`config.mk`:
```
export PLATFORM = sky130hd
export DESIGN_NAME = evolution_scheduler
export DESIGN_NICKNAME = d
export VERILOG_FILES = /design/src/rtl/evolution_scheduler.sv
export SDC_FILE = /design/constraint.sdc
export NUM_CORES = 1
export LEC_CHECK = 0
export CAP_MARGIN = 20
export CORE_ASPECT_RATIO = 0.8
export CORE_MARGIN = 3
export CORE_UTILIZATION = 57
export CTS_BUF_LIST = sky130_fd_sc_hd__clkbuf_4
export CTS_CLUSTER_SIZE = 30
export DETAILED_ROUTE_END_ITERATION = 12
export PLACE_DENSITY = 0.88
export SYNTH_ARGS = -nofsm -noshare
export SYNTH_HDL_FRONTEND = slang
export SYNTH_SLANG_ARGS = --single-unit
export TNS_END_PERCENT = 30
```
`constraint.sdc`:
```
create_clock -name clk_in -period 4.3 [get_ports clk_in]
set_input_delay 0.86 -clock clk_in [delete_from_list [all_inputs] [get_ports clk_in]]
set_output_delay 0.86 -clock clk_in [all_outputs]
set_load 0.01 [all_outputs]
```
`src/rtl/evolution_scheduler.sv`:
```
// Evolution scheduler: turns keyboard command levels into one-at-a-time engine
// handshakes, paces generations with a shift-scaled timer and counts them.
module evolution_scheduler #(
   parameter int unsigned P_BASE_TICKS = 781250,
   parameter int unsigned P_MAX_SHIFT  = 5
) (
   input  logic        clk_in,
   input  logic        reset,
   input  logic        start,
   input  logic        pause,
   input  logic        clear,
   input  logic        manual,
   input  logic [15:0] file_id,
   input  logic [3:0]  evo_left_shift,
   output logic        load_req,
   output logic [15:0] load_file_id,
   input  logic        load_done,
   output logic        clr_req,
   input  logic        clr_done,
   output logic        evo_req,
   input  logic        evo_done,
   output logic        running,
   output logic        edit_grant,
   output logic [31:0] generation,
   output logic [2:0]  state
);

   typedef enum logic [2:0] {
      S_IDLE     = 3'd0,
      S_LOAD     = 3'd1,
      S_CLEAR    = 3'd2,
      S_RUN_WAIT = 3'd3,
      S_EVOLVE   = 3'd4,
      S_MANUAL   = 3'd5
   } state_t;

   // A 4-bit shift input can never exceed 15, so larger limits behave like 15.
   localparam logic [3:0]  LP_MAX_SHIFT = (P_MAX_SHIFT > 15) ? 4'd15 : 4'(P_MAX_SHIFT);
   localparam logic [31:0] LP_BASE      = 32'(P_BASE_TICKS);

   state_t      r_state, w_state_nxt;
   logic        r_start_q, r_pause_q, r_clear_q;
   logic        w_start_edge, w_pause_edge, w_clear_edge;
   logic [31:0] r_tick, w_tick_nxt;
   logic [15:0] r_loaded_id, r_load_file_id;
   logic        w_latch_id;
   logic        r_pend_pause, r_pend_clear, w_pend_pause, w_pend_clear;
   logic [3:0]  w_shift;
   logic [31:0] w_period_m1;
   logic        w_load_fire, w_clr_fire, w_evo_fire;
   logic        r_load_req, r_clr_req, r_evo_req, r_edit_grant, r_running;
   logic        w_load_req_nxt, w_clr_req_nxt, w_evo_req_nxt, w_edit_grant_nxt, w_running_nxt;
   logic [31:0] r_generation;

   assign w_start_edge = start & ~r_start_q;
   assign w_pause_edge = pause & ~r_pause_q;
   assign w_clear_edge = clear & ~r_clear_q;

   assign w_shift     = (evo_left_shift > LP_MAX_SHIFT) ? LP_MAX_SHIFT : evo_left_shift;
   assign w_period_m1 = (LP_BASE << w_shift) - 32'd1;

   assign w_load_fire  = r_load_req & load_done;
   assign w_clr_fire   = r_clr_req & clr_done;
   assign w_evo_fire   = r_evo_req & evo_done;
   assign w_pend_pause = r_pend_pause | w_pause_edge;
   assign w_pend_clear = r_pend_clear | w_clear_edge;

   always_ff @(posedge clk_in) begin
      if (reset) r_state <= S_IDLE;
      else       r_state <= w_state_nxt;
   end

   always_comb begin
      w_state_nxt = r_state;
      w_tick_nxt  = '0;
      w_latch_id  = 1'b0;
      case (r_state)
         S_IDLE: begin
            if (w_clear_edge)                 w_state_nxt = S_CLEAR;
            else if (w_start_edge)            w_state_nxt = S_RUN_WAIT;
            else if (file_id != r_loaded_id) begin
               w_state_nxt = S_LOAD;
               w_latch_id  = 1'b1;
            end
            else if (manual)                  w_state_nxt = S_MANUAL;
         end
         S_LOAD:  if (w_load_fire) w_state_nxt = S_IDLE;
         S_CLEAR: if (w_clr_fire)  w_state_nxt = S_IDLE;
         S_RUN_WAIT: begin
            if (w_clear_edge)               w_state_nxt = S_CLEAR;
            else if (w_pause_edge)          w_state_nxt = S_IDLE;
            else if (r_tick >= w_period_m1) w_state_nxt = S_EVOLVE;
            else                            w_tick_nxt  = r_tick + 32'd1;
         end
         S_EVOLVE: begin
            if (w_evo_fire) begin
               if (w_pend_clear)      w_state_nxt = S_CLEAR;
               else if (w_pend_pause) w_state_nxt = S_IDLE;
               else                   w_state_nxt = S_RUN_WAIT;
            end
         end
         S_MANUAL: begin
            if (w_clear_edge)      w_state_nxt = S_CLEAR;
            else if (w_start_edge) w_state_nxt = S_RUN_WAIT;
            else if (!manual)      w_state_nxt = S_IDLE;
         end
         default: w_state_nxt = S_IDLE;
      endcase
   end

   // NOTE: outputs decode the next state and are registered, so they change
   // on the same edge as the state and cannot glitch or overlap.
   always_comb begin
      w_load_req_nxt   = (w_state_nxt == S_LOAD);
      w_clr_req_nxt    = (w_state_nxt == S_CLEAR);
      w_evo_req_nxt    = (w_state_nxt == S_EVOLVE);
      w_edit_grant_nxt = (w_state_nxt == S_MANUAL);
      w_running_nxt    = (w_state_nxt == S_RUN_WAIT) || (w_state_nxt == S_EVOLVE);
   end

   always_ff @(posedge clk_in) begin
      if (reset) begin
         r_start_q      <= 1'b0;
         r_pause_q      <= 1'b0;
         r_clear_q      <= 1'b0;
         r_tick         <= '0;
         r_loaded_id    <= 16'hFFFF;
         r_load_file_id <= '0;
         r_pend_pause   <= 1'b0;
         r_pend_clear   <= 1'b0;
         r_generation   <= '0;
         r_load_req     <= 1'b0;
         r_clr_req      <= 1'b0;
         r_evo_req      <= 1'b0;
         r_edit_grant   <= 1'b0;
         r_running      <= 1'b0;
      end else begin
         r_start_q <= start;
         r_pause_q <= pause;
         r_clear_q <= clear;
         r_tick    <= w_tick_nxt;
         if (w_latch_id)  r_load_file_id <= file_id;
         if (w_load_fire) r_loaded_id    <= r_load_file_id;
         // Commands arriving mid-evolve wait for the handshake to finish.
         if (r_state == S_EVOLVE && !w_evo_fire) begin
            r_pend_pause <= w_pend_pause;
            r_pend_clear <= w_pend_clear;
         end else begin
            r_pend_pause <= 1'b0;
            r_pend_clear <= 1'b0;
         end
         if (w_load_fire || w_clr_fire)                r_generation <= '0;
         else if (w_evo_fire && r_generation != '1)    r_generation <= r_generation + 32'd1;
         r_load_req   <= w_load_req_nxt;
         r_clr_req    <= w_clr_req_nxt;
         r_evo_req    <= w_evo_req_nxt;
         r_edit_grant <= w_edit_grant_nxt;
         r_running    <= w_running_nxt;
      end
   end

   assign load_req     = r_load_req;
   assign load_file_id = r_load_file_id;
   assign clr_req      = r_clr_req;
   assign evo_req      = r_evo_req;
   assign edit_grant   = r_edit_grant;
   assign running      = r_running;
   assign generation   = r_generation;
   assign state        = r_state;

endmodule

```
Figure 1. Routing congestion (run 1).
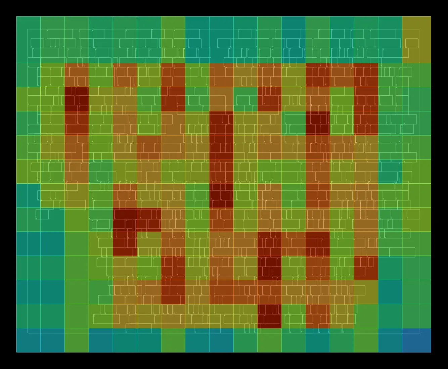
met3 Use GR: 0.04759
Total GRT Usage: 0.2369
post-DR wirelength/cell: 15.76 um
GRT Max-Usage Layer: met2
GR Layer Usage met1: 0.3148

Figure 2. Local utilization (run 1).
12 x 10 tiles, from black (low) to pale yellow (high), 0 to 100% covered.
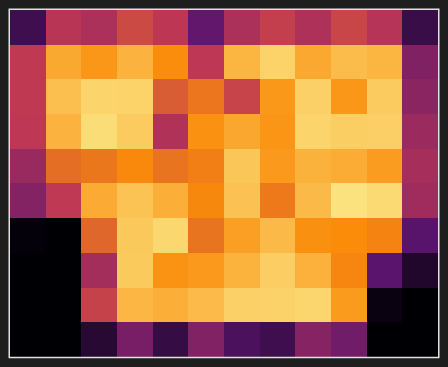
nearly empty tiles: 9.2%
tiles over 75% full: 46%
emptiest ninth of the die: lower left
fullest tile: 94%
mean over tiles: 59%
Core Util at FP: 0.5922
final core utilization: 0.7091
core region area: 9769 um2

Figure 3. Placed cells, one color a class (run 1).
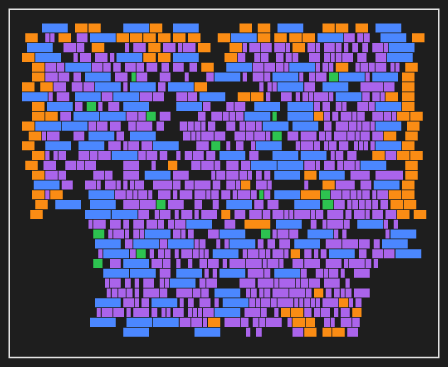
[orange] remaining buffers and delay cells | cells: 97 | share of their area: 14%
[green] clock drivers and dummy loads | cells: 15 | share of their area: 1.5%
[purple] combinational and other logic | cells: 526 | share of their area: 52%
[blue] sequential cells | cells: 109 | share of their area: 32%
sequential cell area share: 0.3150
Cell Rows: 32
Final Instance Area: 6928 um2

Figure 4. Where the registers sit (run 1).
Other sequential cells in the stronger gray, the rest of the logic in the fainter gray.
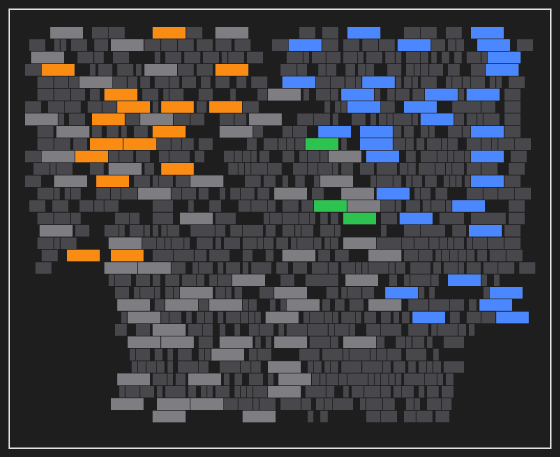
[green] state | flops: 3
[orange] r_loaded_id | flops: 16
[blue] generation | flops: 32
not colored: 58
Seq. pwr: 1.10 mW
FF/Latch Area: 2182 um2

==> ci_impl_report.md, run 1 <==
## Implementation flow summary

| Metric | Value |
|---|---|
| Setup Fix Bufs, Post-CTS | 0 |
| # hold bufs at CTS | 0 |
| Detailed-route via count | 5194 |
| Max-slew violations | 0 |
| Static Leakage | roughly 2.6 nW |
| Slew @ Worst Pin | 676.4 ps |
| Part of the cycle the worst path needs | 0.9238 |
| Final worst-path setup slack | 327.7 ps |
| F_max | 0.2517 GHz |
| Final ANT Viol Nets | 0 |
| Nets | 806 |
| Ant. Diodes | 0 |
| Die x size | about 120 um |
| Met2 wire len | 6.495 mm |
| PnR Total Power | 1.868 mW |
| Gpl congestion | 0.9072 |
| # setup viols final | 0 |
| Dpl cells | about 870 |
| Met1 WL | around 6.2 mm |
| Worst Skew | 26.39 ps |
| Outcome | completed |
| Register share after synthesis | 0.3772 |
| Global-route wire length before repair | 22.22 mm |
| Relative slew slack | 0.5484 |
run 1: flip-flops by register name (all words and copies together) (netlist names):
signal and cells:
state 3, load_req 1, r_pend_clear 1, load_file_id 16
edit_grant 1, running 1, generation 32, clr_req 1
r_pend_pause 1, r_loaded_id 16, r_tick 32, r_pause_q 1
evo_req 1, r_clear_q 1, r_start_q 1
run 1: power groups by stage:
stage / Clock (mW) / Sequential, mW / Combinational [mW]
floorplan: 0 / 1.11 / 0.188
global placement: 0 / 1.12 / 0.311
detailed placement: 0 / 1.12 / 0.321
CTS: 0.450 / 1.10 / 0.323
global route: 0.485 / 1.10 / 0.355
finish: 0.443 / 1.10 / 0.328
run 1: metal layers:
metal | vias up | global-route usage
met5 | - | 0
met2 | 214 | 0.3934
met1 | 2464 | 0.3148
met4 | 0 | 0.07425
li1 | 2495 | -
met3 | 21 | 0.04759
run 1: cell families (layout without fill, tap and decap cells):
family	count (synthesis)	count (layout)	share of synthesized area
AND/OR/NAND/NOR	288	288	0.2582
XOR/XNOR	80	80	0.1211
flip-flops	109	109	0.3772
multiplexers	17	17	0.02941
AND-OR/OR-AND	84	84	0.1092
buffers and inverters	43	128	0.03071
adder cells (fa/ha/maj)	34	34	0.07353
other	1	7	0.0006482
run 1: worst register-to-register path: stages (launching register included):
cell	delay [ps]
dfxtp_1	450
and4_1	260
nand3_1	330
or4_4	800
o211ai_1	280
xor2_1	180
nor2_1	60
run 1: placed cells by master, fill, tap and decap left out, types with 7 or more instances in the layout:
cell type / n
xor2_1: 42
and4_1: 9
nor2_1: 100
nand3_1: 37
inv_1: 16
buf_4: 11
xnor2_1: 38
mux2i_1: 17
dfxtp_1: 109
clkdlybuf4s50_1: 84
nor3_1: 18
nand2_1: 31
a211o_1: 18
clkbuf_4: 10
and3_1: 28
ha_1: 34
conb_1: 7
a211oi_1: 7
a21oi_1: 23
nand4_1: 20
run 1: cell usage after synthesis, types with 18 or more instances:
library cell | count | area (um2)
nand2_1 | 31 | 116.4
xnor2_1 | 38 | 332.8
nand3_1 | 37 | 185.2
dfxtp_1 | 109 | 2182
nor3_1 | 18 | 90.09
xor2_1 | 42 | 367.9
a21oi_1 | 23 | 115.1
ha_1 | 34 | 425.4
a211o_1 | 18 | 157.7
nor2_1 | 100 | 375.4
clkbuf_1 | 18 | 67.56
nand4_1 | 20 | 125.1
and3_1 | 28 | 175.2
run 1: layout make-up:
class / count / share of cell area
multi-input combinational: 510 / 0.4985
sequential: 109 / 0.3150
timing repair buffer: 97 / 0.1383
tap: 136 / 0.02456
clock buffer: 10 / 0.01084
inverter: 16 / 0.008669
clock inverter: 5 / 0.004154
run 1: path summary, 6_finish.rpt:
kind | to | slack [ps] | cells past startpoint
worst max-delay path | load_req$_SDFF_PP0_ | 330 | 17
worst min-delay path | r_tick[0]$_SDFF_PP0_ | 490 | 1
worst max register to register | generation[4]$_SDFFE_PP0P_ | 1840 | 6
worst min register to register | r_tick[0]$_SDFF_PP0_ | 490 | 1
run 1: what timing repair did:
item	in CTS	in global routing
endpoints found under the hold margin	0	0
gates resized	0	1
endpoints found under the setup margin	0	1
Figure 5. Cells by drive strength (run 1).
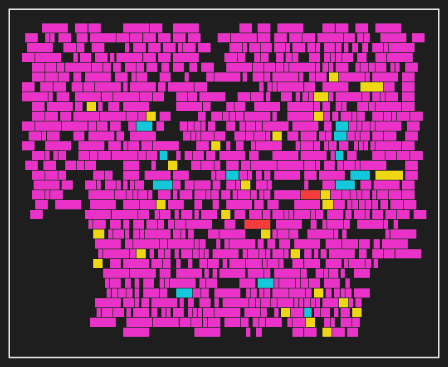

==> run 1 -> run 2 <==
CORE_UTILIZATION = 55   (was 57)
CTS_BUF_LIST = default   (was sky130_fd_sc_hd__clkbuf_4)
PLACE_DENSITY = 0.86   (was 0.88)
SETUP_SLACK_MARGIN = 0.15   (was default)
Figure 6. Cells by drive strength (run 2).
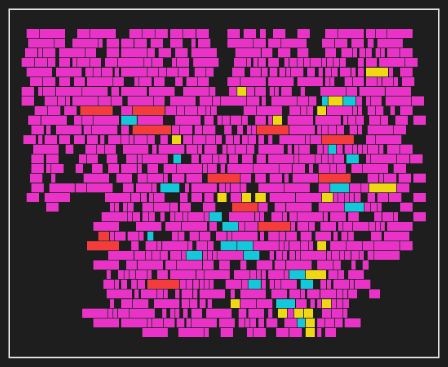
[yellow] _3 and _4 cells | cells: 20 | share: 2.7% | most used: buf_4
[cyan] _2 cells | cells: 21 | share: 2.8% | most used: nor3_2
[red] _6 and larger | cells: 12 | share: 1.6% | most used: clkbuf_16
[magenta] _0 and _1 cells | cells: 696 | share: 93% | most used: dfxtp_1
final worst-path setup slack: 418.0 ps
synth-to-layout area growth: 23.90%
bufs w/o clock: 98
Final Instance Area: 7168 um2

Figure 7. Local utilization (run 2).
12 x 10 tiles, from black (low) to pale yellow (high), 0 to 100% covered.
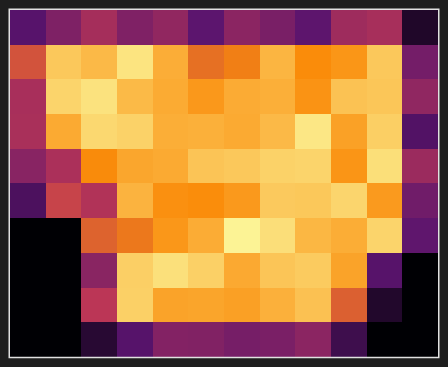
final core utilization: 0.7219
core region area: 9930 um2
Core Util at FP: 0.5827

==> run 2 against run 1 <==
  * Area after synthesis stayed put
  * Sequential cell count did not move
  * Utilization grew 1.3 points
  * Worst setup slack improved by 90 ps
  * Sequential share of layout area decreased by 1.1 points
  * Largest power group unchanged
==> ci_impl_report.md, run 2 <==
## Implementation flow summary

| Metric | Value |
|---|---|
| Final ANT Viol Nets | 0 (unchanged) |
| Relative slew slack | 0.5454 (-0.003023) |
| Register share after synthesis | 0.3772 (unchanged) |
| Clk buf depth | 2 |
| Part of the cycle the worst path needs | 0.9028 (-0.02100) |
| Top cells excl fill/tap | dfxtp_1, nor2_1, clkdlybuf4s50_1, xor2_1, xnor2_1 |
| Largest cells by area | dfxtp_1, ha_1, nor2_1 |
| Avg Inst Size Synth | a little under 9 um2 |
| Cell Rows | 32 (unchanged) |
| Die x size | 120.7 um (+1.7%) |
| Slew @ Worst Pin | 681.0 ps (+4.529 ps) |
| TNS Setup | 0 ps |
| Setup Fix Bufs, Post-CTS | 0 (unchanged) |
| Global-route wire length before repair | 23.63 mm (+6.3%) |
| Final wirelength | 14.59 mm |
| CTS clock-pin slew for the worst setup and hold paths | approximately 70 ps |
| Max-slew violations | 0 (unchanged) |
| Psw | 0.5911 mW |
| # setup viols final | 0 (unchanged) |
| Gpl congestion | 0.9363 (+3.2%) |
| Top-area cell type share of the netlist area | 0.3772 (unchanged) |
| Commonest Layout Cell | dfxtp_1 |
| Total GRT Usage | 0.2425 (+0.005592) |
| Top cells by count | dfxtp_1, nor2_1, xor2_1 |
| Seq pwr share | 0.485 |
| Sw Share | 0.2611 |
| Ant. Diodes | 0 (unchanged) |
| Comb power frac | 0.149 |
| Post-DR wirelength/cell | 16.48 um (+4.6%) |
| Worst Skew | 11.31 ps (-15.08 ps) |
| Outcome | completed |
| F_max | 0.2576 GHz (+2.3%) |
| Reg-to-reg setup timing slack | 1800 ps (-40 ps) |
| Detailed-route via count | 5256 (+1.2%) |
| Nets | 807 (+0.12%) |
| Synth area leader | dfxtp_1 |
| Cell with the most instances after synthesis | dfxtp_1 |
| Static Leakage | 2.728 nW (+3.7%) |
-- run 2: cell families after synthesis --
group / synth area share
flip-flops: 0.3772
buffers and inverters: 0.03071
other: 0.0006482
AND/OR/NAND/NOR: 0.2582
XOR/XNOR: 0.1211
adder cells (fa/ha/maj): 0.07353
AND-OR/OR-AND: 0.1092
multiplexers: 0.02941
-- run 2: critical path, cell delays in order --
cell,delay [ps]
clkdlybuf4s50_1,590
buf_4,210
nor2_1,80
o21bai_1,320
inv_1,110
ha_1,200
a21o_1,180
a221o_1,350
a221o_1,400
nor4_1,430
a211oi_2,140
nor3_1,250
-- run 2: layer usage --
metal  global-route usage  share of wire  vias to the layer above
met4              0.08101          0.026                        0
met1               0.3189           0.43                     2471
met5                    0              0                        -
met3              0.04690          0.068                       43
met2               0.4015           0.48                      235
li1                     -              -                     2507
-- run 2: area by class of cell --
cell class	count	area (um2)
Tap cell	136	170.2
Multi-Input combinational cell	510	3498
Inverter	16	60.06
Timing Repair Buffer	98	958.4
Clock buffer	9	225.2
Sequential cell	109	2182
Fill cell	734	2761
Clock inverter	7	73.82
-- run 2: metrics by stage --
step                power (mW)  instances  hold WS (ps)    util
floorplan                1.298        662         426.1       -
global placement         1.427        869         438.8  0.6867
detailed placement       1.441        869         458.3  0.6867
CTS                      2.262        885         480.7  0.7169
global route             2.352        885         509.5  0.7219
finish                   2.264        885         482.9  0.7219
-- run 2: final timing paths --
| check | cells after the start | to |
|---|---|---|
| hold / removal | 1 | r_tick[0]$_SDFF_PP0_ |
| setup / recovery | 12 | edit_grant$_SDFF_PP0_ |
| setup reg to reg | 7 | edit_grant$_SDFF_PP0_ |
| hold reg to reg | 1 | r_tick[0]$_SDFF_PP0_ |
-- run 2: repair_timing --
action                                 in CTS  in global routing
hold buffers                                0                  0
resized                                     0                 10
endpoints found under the hold margin       0                  0
setup endpoints to repair                   0                 40
-- run 2: power by group through the flow --
stage | registers (mW) | clock network, mW | logic, mW
finish | 1.10 | 0.830 | 0.336
global route | 1.10 | 0.887 | 0.362
CTS | 1.10 | 0.838 | 0.327
detailed placement | 1.12 | 0 | 0.323
global placement | 1.12 | 0 | 0.311
floorplan | 1.11 | 0 | 0.188
==> run 2 -> run 3 <==
HOLD_SLACK_MARGIN = 0.15   (was default)
Figure 8. Routing congestion (run 3).
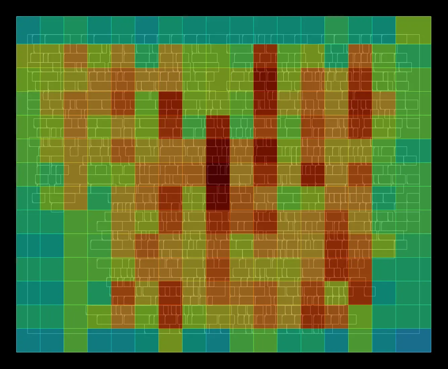
met3 Use GR: 0.04690
GR Layer Usage met1: 0.3189
met2 Track Usage GR: 0.4015
post-DR wirelength/cell: 16.48 um

Figure 9. Placed cells, one color a class (run 3).
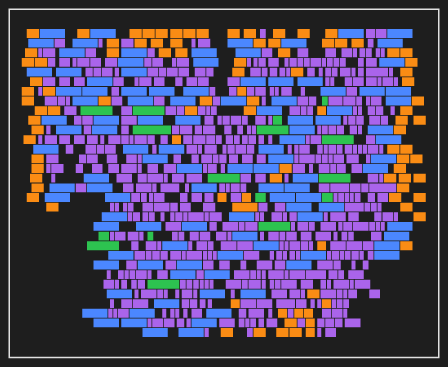
sequential cell area share: 0.3044

==> run 3 against run 2 <==
  * Utilization did not move
  * Synthesized cell count did not move
  * Critical path depth did not move
  * Combinational power barely moved
  * Largest cell class unchanged
  * Highest routed layer unchanged
==> ci_impl_report.md, run 3 <==
## Implementation flow summary

| Metric | Value |
|---|---|
| Final Instance Area | 7168 um2 (unchanged) |
| Commonest Layout Cell | dfxtp_1 |
| Die x size | 120.7 um (unchanged) |
| Core Util at FP | 0.5827 (unchanged) |
| Psw | 0.5911 mW (unchanged) |
| Seq pwr share | 0.485 (about the same) |
| Register share after synthesis | 0.3772 (unchanged) |
| Relative slew slack | 0.5454 (unchanged) |
| Ant. Diodes | 0 (unchanged) |
| Dpl cells | 869 (unchanged) |
| Total GRT Usage | 0.2425 (unchanged) |
| Cell Rows | 32 (unchanged) |
| Comb power frac | 0.149 (about the same) |
| TNS Setup | 0 ps (unchanged) |
| Reg-to-reg setup timing slack | 1800 ps (about the same) |
| CTS clock-pin slew for the worst setup and hold paths | 70 ps (about the same) |
| Global-route wire length before repair | 23.63 mm (unchanged) |
| Synth area leader | dfxtp_1 |
| Final worst-path setup slack | 418.0 ps (unchanged) |
| Sw Share | 0.2611 (unchanged) |
| Core region area | 9930 um2 (unchanged) |
| GRT Max-Usage Layer | met2 |
| Nets | 807 (unchanged) |
| # setup viols final | 0 (unchanged) |
| Outcome | completed |
| Largest cells by area | dfxtp_1, ha_1, nor2_1 |
run 3: cell counts after synthesis:
Identical to the previous run, type by type.
run 3: worst max-delay path by stage:
stage                                  endpoint  slack [ps]         startpoint  cells after the start
final                     edit_grant$_SDFF_PP0_         420  evo_left_shift[1]                     12
after global routing      r_tick[28]$_SDFF_PP0_         170  evo_left_shift[2]                     17
after CTS                 r_tick[26]$_SDFF_PP0_         220  evo_left_shift[2]                     17
after detailed placement  r_tick[26]$_SDFF_PP0_        -140  evo_left_shift[2]                     17
after global placement    r_tick[29]$_SDFF_PP0_         150  evo_left_shift[2]                     17
after floorplan              running$_SDFF_PP0_         450  evo_left_shift[2]                     16
run 3: power by group through the flow:
stage	combinational, mW	clock (mW)	sequential, mW
5_1_grt	0.362	0.887	1.10
2_1_floorplan	0.188	0	1.11
3_5_place_dp	0.323	0	1.12
6_report	0.336	0.830	1.10
3_3_place_gp	0.311	0	1.12
4_1_cts	0.327	0.838	1.10
run 3: logic make-up after synthesis:
family	count (synthesis)	synth area share
AND/OR/NAND/NOR	288	0.2582
flip-flops	109	0.3772
AND-OR/OR-AND	84	0.1092
XOR/XNOR	80	0.1211
buffers and inverters	43	0.03071
adder cells (fa/ha/maj)	34	0.07353
multiplexers	17	0.02941
other	1	0.0006482
run 3: critical path, cell delays in order:
cell and delay, ps:
clkdlybuf4s50_1 590, buf_4 210, nor2_1 80, o21bai_1 320, inv_1 110, ha_1 200
a21o_1 180, a221o_1 350, a221o_1 400, nor4_1 430, a211oi_2 140, nor3_1 250
run 3: cell type report:
class                           instances  area, um2
Inverter                               16      60.06
Sequential cell                       109       2182
Tap cell                              136      170.2
Fill cell                             734       2761
Clock buffer                            9      225.2
Timing Repair Buffer                   98      958.4
Clock inverter                          7      73.82
Multi-Input combinational cell        510       3498
run 3: per-layer routing:
layer  share of wire  routed length [um]
met1            0.43                6234
met2            0.48                6977
met3           0.068                 992
met4           0.026                 384
met5               0                   0
run 3: what timing repair did:
action                     4_1_cts  5_1_grt
hold buffers                     0        0
setup endpoints to repair        0       40
gates resized                    0       10
buffers inserted                 0        0
Power figures rest on the tool's default switching activity, not on a simulated workload.
